Cell sizes after repair:
The bar under the picture is 20 µm long.
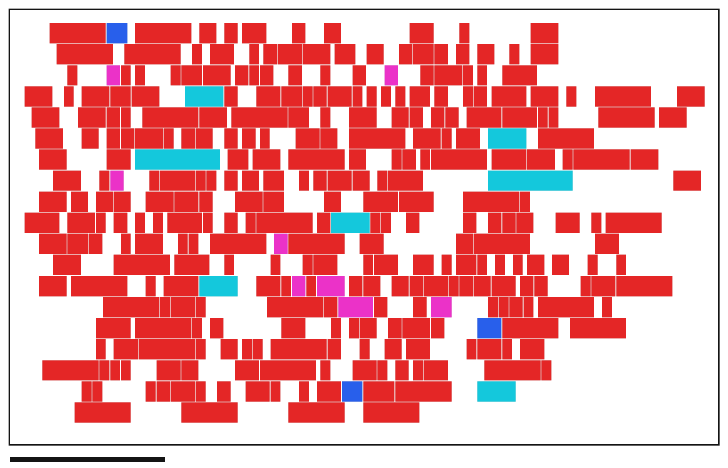
Placed cells, one colour a class:
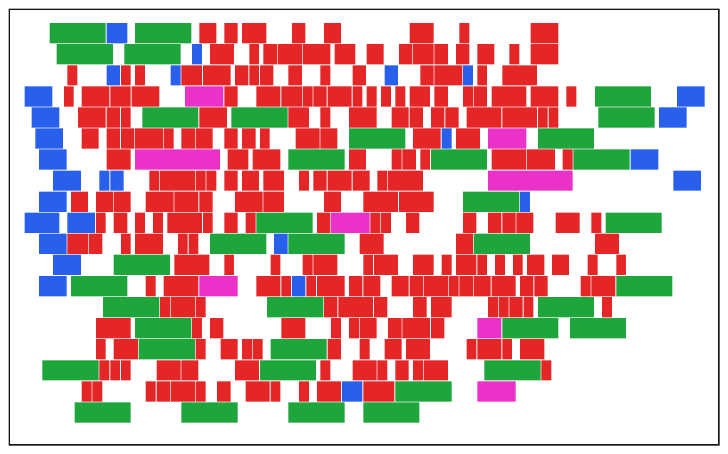
Sequential cells grouped by signal name:
The bar under the picture is 20 µm long. Other sequential cells in the stronger grey, the rest of the logic in the fainter grey.
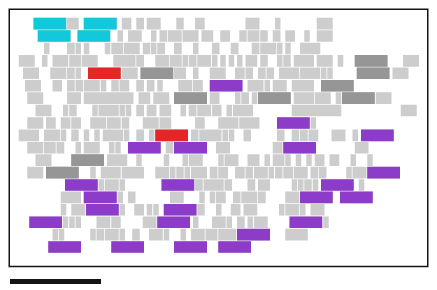
Clock network drawn from the DEF:
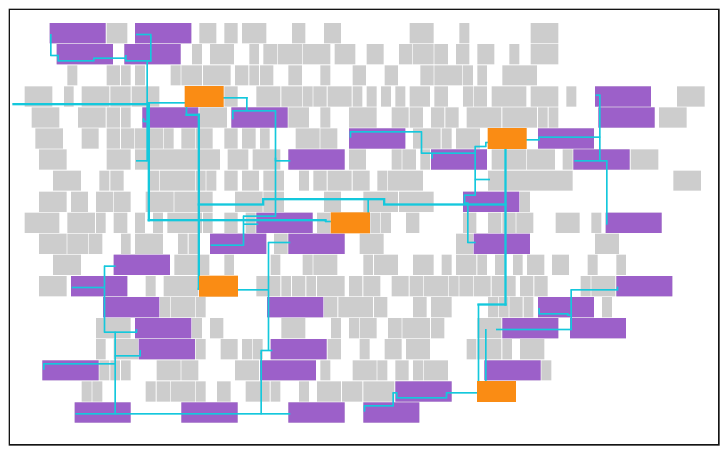
`src/rtl/led_scheduler_module.sv`:
```
// Slot-based LED scheduler: steps a lit pointer across enabled channels once per slot,
// lighting it for a fixed window inside each slot, with graceful stop at slot end.
module led_scheduler_module #(
    parameter logic [22:0] T_SLOT   = 23'd5_000_000,
    parameter logic [22:0] ON_START = 23'd2_750_000,
    parameter logic [22:0] ON_END   = 23'd3_750_000
) (
    input  logic       CLK,
    input  logic       RST,
    input  logic       Start,
    input  logic       Stop,
    input  logic [1:0] Mode_Sel,
    input  logic [3:0] Enable_Mask,
    output logic [3:0] LED_Out,
    output logic       Busy,
    output logic       Slot_Tick
);

    typedef enum logic [1:0] {
        IDLE     = 2'd0,
        RUN      = 2'd1,
        STOPPING = 2'd2
    } state_t;

    localparam logic [1:0] MODE_UP   = 2'b00;
    localparam logic [1:0] MODE_DOWN = 2'b01;
    localparam logic [1:0] MODE_PING = 2'b10;
    localparam logic [1:0] MODE_ALL  = 2'b11;

    state_t      state, state_next;
    logic [22:0] count;
    logic [1:0]  ptr, ptr_next;
    logic        dir_up, dir_next;
    logic [1:0]  mode_q;
    logic [3:0]  mask_q;
    logic [3:0]  led_next;
    logic        start_ok, slot_end, in_window;

    function automatic logic [1:0] lowest_en(input logic [3:0] m);
        lowest_en = 2'd0;
        for (int i = 3; i >= 0; i--)
            if (m[i]) lowest_en = 2'(i);
    endfunction

    function automatic logic [1:0] highest_en(input logic [3:0] m);
        highest_en = 2'd0;
        for (int i = 0; i < 4; i++)
            if (m[i]) highest_en = 2'(i);
    endfunction

    // Nearest enabled channel above/below p, wrapping; p itself when it is the only one.
    function automatic logic [1:0] next_up(input logic [3:0] m, input logic [1:0] p);
        logic [1:0] idx;
        next_up = p;
        for (int k = 3; k >= 1; k--) begin
            idx = p + 2'(k);
            if (m[idx]) next_up = idx;
        end
    endfunction

    function automatic logic [1:0] next_down(input logic [3:0] m, input logic [1:0] p);
        logic [1:0] idx;
        next_down = p;
        for (int k = 3; k >= 1; k--) begin
            idx = p - 2'(k);
            if (m[idx]) next_down = idx;
        end
    endfunction

    assign Busy      = (state != IDLE);
    assign slot_end  = (count == T_SLOT - 23'd1);
    assign Slot_Tick = Busy && slot_end;
    assign in_window = (count >= ON_START) && (count < ON_END);
    assign start_ok  = Start && !Stop && (Enable_Mask != 4'd0);

    // NOTE: sequential state uses non-blocking assignments so every register samples pre-edge values.
    always_ff @(posedge CLK) begin
        if (RST) state <= IDLE;
        else     state <= state_next;
    end

    // NOTE: every output of a combinational block gets a default first, so no path infers a latch.
    always_comb begin
        state_next = state;
        case (state)
            IDLE:     if (start_ok) state_next = RUN;
            RUN:      if (Stop)     state_next = STOPPING;
            STOPPING: if (slot_end) state_next = IDLE;
            default:                state_next = IDLE;
        endcase
    end

    always_comb begin
        ptr_next = ptr;
        dir_next = dir_up;
        case (mode_q)
            MODE_UP:   ptr_next = next_up(mask_q, ptr);
            MODE_DOWN: ptr_next = next_down(mask_q, ptr);
            MODE_PING: begin
                // Reverse at either end so the end channel is not visited twice in a row.
                if (dir_up) begin
                    if (ptr == highest_en(mask_q)) begin
                        ptr_next = next_down(mask_q, ptr);
                        dir_next = 1'b0;
                    end else begin
                        ptr_next = next_up(mask_q, ptr);
                    end
                end else begin
                    if (ptr == lowest_en(mask_q)) begin
                        ptr_next = next_up(mask_q, ptr);
                        dir_next = 1'b1;
                    end else begin
                        ptr_next = next_down(mask_q, ptr);
                    end
                end
            end
            default: ptr_next = ptr;
        endcase
    end

    always_comb begin
        led_next = 4'd0;
        if (Busy && in_window)
            led_next = (mode_q == MODE_ALL) ? mask_q : (4'b0001 << ptr);
    end

    always_ff @(posedge CLK) begin
        if (RST) begin
            count   <= 23'd0;
            ptr     <= 2'd0;
            dir_up  <= 1'b1;
            mode_q  <= MODE_UP;
            mask_q  <= 4'd0;
            LED_Out <= 4'd0;
        end else begin
            LED_Out <= led_next;
            case (state)
                IDLE: begin
                    count <= 23'd0;
                    if (start_ok) begin
                        mode_q <= Mode_Sel;
                        mask_q <= Enable_Mask;
                        dir_up <= 1'b1;
                        ptr    <= (Mode_Sel == MODE_DOWN) ? highest_en(Enable_Mask)
                                                          : lowest_en(Enable_Mask);
                    end
                end
                RUN: begin
                    count <= slot_end ? 23'd0 : count + 23'd1;
                    if (slot_end) begin
                        ptr    <= ptr_next;
                        dir_up <= dir_next;
                    end
                end
                STOPPING: count <= slot_end ? 23'd0 : count + 23'd1;
                default:  count <= 23'd0;
            endcase
        end
    end

endmodule

```
`config.mk`:
```
export PLATFORM = sky130hd
export DESIGN_NAME = led_scheduler_module
export DESIGN_NICKNAME = d
export VERILOG_FILES = /design/src/rtl/led_scheduler_module.sv
export SDC_FILE = /design/constraint.sdc
export NUM_CORES = 1
export LEC_CHECK = 0
export CAP_MARGIN = 10
export CORE_ASPECT_RATIO = 0.6
export CORE_MARGIN = 1.5
export CORE_UTILIZATION = 50
export DETAILED_ROUTE_END_ITERATION = 16
export GPL_TIMING_DRIVEN = 0
export PLACE_DENSITY = 0.77
export SETUP_SLACK_MARGIN = 0.2
export SKIP_CTS_REPAIR_TIMING = 1
export SYNTH_ARGS = -nofsm -noshare
export SYNTH_HDL_FRONTEND = slang
export SYNTH_SLANG_ARGS = --single-unit
```
`constraint.sdc`:
```
create_clock -name CLK -period 3.7 [get_ports CLK]
set_input_delay 0.555 -clock CLK [delete_from_list [all_inputs] [get_ports CLK]]
set_output_delay 0.555 -clock CLK [all_outputs]
set_load 0.05 [all_outputs]
```
==> results.yml <==
# implementation run metrics
status:
  outcome: "finished clean"
global_routing:
  grtUsageTotal_pct: 22.8
  global_route.usage.met1_pct: 34.8
  number_of_global_route_vias_before_repair: 1927
  grt_busiest_layer: "met1"
  groute.layer.met2.usage_pct: 30.5
  grt_first_pass_wirelength_um: 9270
  antenna_found_initial: 0
  grt_use_met3_pct: 5.19
  globalRoute.totalOverflow: 0
  grt_start_max_net_pins: 14
sta:
  clock-skew-final_ns: 0.00824
  timing.setup.tns_ns: 0
  post-route-period-util_pct: 80.8
  hold_slack_final_ns: 0.495
  grt_setup_unrepaired: "false"
  finalCriticalPeriod_ns: 2.99
  slew_headroom_pct: 54.7
  setup_viol: 0
  hold_viol: 0
  timing.fmax_mhz: 335
  worst_slew_pin_slew_ns: 0.671
  report.final.slew_viol_count: 0
min_path:
  whs_path_depth: 1
  hold_path.startpoint: "count[0]"
  hold_path.class: "reg -> reg"
  whs_endpoint: "count[0]"
pwr:
  switching_share_pct: 25.5
  power.combinational.total_uw: 144
  seq_power_share_pct: 42.7
  powerSeq_uw: 426
  static-leakage-power_uw: 0.000953
  clockNetworkPower_uw: 426
  clock_power_share_pct: 42.8
  max-vdd-ir-drop_mv: 0.217
  power_top_consumer: "registers"
  power.internal_uw: 743
  combPwrFrac_pct: 14.5
  p_per_area_mw_per_mm2: 367
  power_switching_uw: 254
final_layout:
  nNetsFinal: 342
  drive_gt1_share_pct: 5.63
  filler_cell_count: 407
  seqCellArea_um2: 761
  antenna_cells_inserted: 0
  comb_area_mm2: 0.00146
  layout_top_cell: "nor2_1"
  finish.instance_area_mm2: 0.00272
  layout_top_cells: "49 x nor2_1, 38 x dfxtp_1, 21 x o21ai_0"
  area.growth.synth_to_final_pct: 16.0
  post_layout_nonfiller_instances: 383
worst_setup_path:
  critical_path.max_fanout: 5
  crit_end: "Slot_Tick"
  critical_path.reg2reg.startpoint: "ptr[0]"
  crit_top_cell: "nand3_1"
  timing.rr.end: "ptr[1]"
  critPathCaptureType: "output port"
  worst_path_max_delay_cell: "nor4_2"
  timing.critical_path.cells: "ha_1 -> nand3_1 -> nor4_2 -> nand3_1 -> nor2_1 -> dlymetal6s2s_1"
  worst-endpoint-required_ns: 3.14
  timing.critical_path.arrival_ns: 2.43
  critical-path-max-stage-delay_ns: 0.44
  timing.critical_path.from_type: "register"
  regToRegSetupSlack_ns: 0.79
  cp-startpoint: "count[0]"
  timing.setup.critical_path_class: "reg -> out"
  timing.reg2reg.worst_path_depth: 8
clock_tree:
  cts-root-to-sink-buffers: 2
  clock_pin_slew_reported_for_the_worst_setup_and_hold_paths_after_clock_tree_synthesis_ns: 0.08
  clockRootBuffer: "clkbuf_8"
  cts.htree.levels: 2
  tritoncts: "built"
  clk_latency_ns: 0.30
  numCtsBuffers: 5
  cts.sinks: 38
yosys:
  synth_chip_area_mm2: 0.00234
  post_synth_num_cell_types: 49
  synth.top_cells.by_area: "dfxtp_1 32%, nor2_1 7.8%, ha_1 6.9%"
  most_common_cell_in_the_synthesized_netlist: "nor2_1"
  enable_flop_cells: 0
  syn_area_mm2: 0.00234
  flops_out_of_synthesis: 38
  synth_largest_type_area_fraction_pct: 32.5
  synth_async_sr_flop_share_pct: 0
  ys_seq_share_pct: 32.5
  syn-instance-count: 297
  syn_avg_cell_area_um2: 7.89
  largest_area_cell: "dfxtp_1"
  synth_stat.cells: 297
  ys.flop_type: "dfxtp_1"
  yosys_warnings: 0
  floorplan.nets: 320
  common_cells: "49 x nor2_1, 38 x dfxtp_1, 21 x o21ai_0, 19 x nand2_1, 17 x inv_1"
place:
  detailed_place.area_mm2: 0.00257
  placedCellCount: 375
  place_congestion: 0.887
  portBuffers: 15
  hpwlAfterDp_um: 4080
floorplanning:
  dieArea_mm2: 0.00512
  dieWidth_um: 91.4
  core_util_floorplan_pct: 51.6
  die_h_um: 56.0
  coreArea_mm2: 0.00454
  io_pins: 16
job:
  warnings: 36
  maxCapViolations: 0
drt:
  via_total_after_detailed_routing: 2197
  firstDrtPassIters: 5
  wire_per_inst_um: 14.2
  postRouteAntennaNets: 0
  first_iter_violations: 238
  wl_um: 5450
  dr_vias_cell: 5.74
  drc_errors: 0
## Picture notes: 'cell sizes after repair'
- magenta: drive 2 (cells 8; share 2.5%; most used buf_2)
- red: drive 1 or less (cells 302; share 94%; most used nor2_1)
- cyan: drive 6 and up (cells 7; share 2.2%; most used clkbuf_8)
- blue: drive 3 to 4 (cells 3; share 0.94%; most used buf_4)

## Picture notes: 'placed cells, one colour a class'
- green: flip-flops (cells 38; share of their area 29%)
- blue: other buffers and delay cells (cells 28; share of their area 8.2%)
- red: all other logic (cells 246; share of their area 58%)
- magenta: clock drivers and dummy loads (cells 8; share of their area 5.2%)
utilization of the core after routing: 59.9%
cell row count: 19

## Picture notes: 'sequential cells grouped by signal name'
- purple: count (sequential cells 23)
- red: mode_q (sequential cells 2)
- cyan: mask_q (sequential cells 4; where top left)
- not coloured: 9

## Picture notes: 'clock network drawn from the DEF'
- purple: flip-flops (count 38)
- cyan: clock wires (length 489 µm)
- orange: cells driving clock nets (count 5)
- flops lie: all over the die
- routed clock nets: 6

stage by stage:
step,worst slack (ns),total power [µW],utilization [%]
3_3_place_gp,0.603,571,56.7
3_5_place_dp,0.550,576,56.7
2_1_floorplan,1.14,533,-
6_report,0.711,997,59.9
5_1_grt,0.514,1040,59.9
4_1_cts,0.189,1000,59.7
logic make-up (layout without fill, tap and decap cells):
| family | after synthesis | after routing | synth area share, % |
|---|---|---|---|
| AOI/OAI and AO/OA | 63 | 63 | 17.1 |
| xor gates and xnor gates | 20 | 20 | 7.47 |
| buffers and inverters | 31 | 54 | 5.55 |
| and+or+nand+nor | 118 | 118 | 24.5 |
| adders and majority gates | 13 | 13 | 6.94 |
| DFF | 38 | 38 | 32.5 |
| muxes | 14 | 14 | 5.98 |
final cells by class:
| class | instances | area share (%) |
|---|---|---|
| multi-input cells | 228 | 53.7 |
| clock buffers | 5 | 2.53 |
| plain buffers | 13 | 2.30 |
| well taps | 63 | 2.90 |
| inverters | 18 | 2.49 |
| clock inverters | 3 | 2.53 |
| repair buffers | 15 | 5.61 |
| flip-flops and latches | 38 | 28.0 |
state kept, by name (all words and copies together) (netlist names):
name	count
count	23
LED_Out	4
mask_q	4
mode_q	2
ptr	2
state	2
dir_up	1
worst max-delay path: cells and delay by family, from the launching register on:
| kind | cells | cell delay [ns] |
|---|---|---|
| flops | 1 | 0.41 |
| fa+ha+maj | 1 | 0.22 |
| buf+inv | 1 | 0.43 |
| simple gates | 4 | 1.07 |
per-layer routing:
metal / share of wire (%) / wire length, µm
met5: 0 / 0
met4: 1.4 / 77
met3: 6.4 / 350
met2: 38 / 2090
met1: 54 / 2930
No activity file was given, so power comes from the tool's default toggle rates.
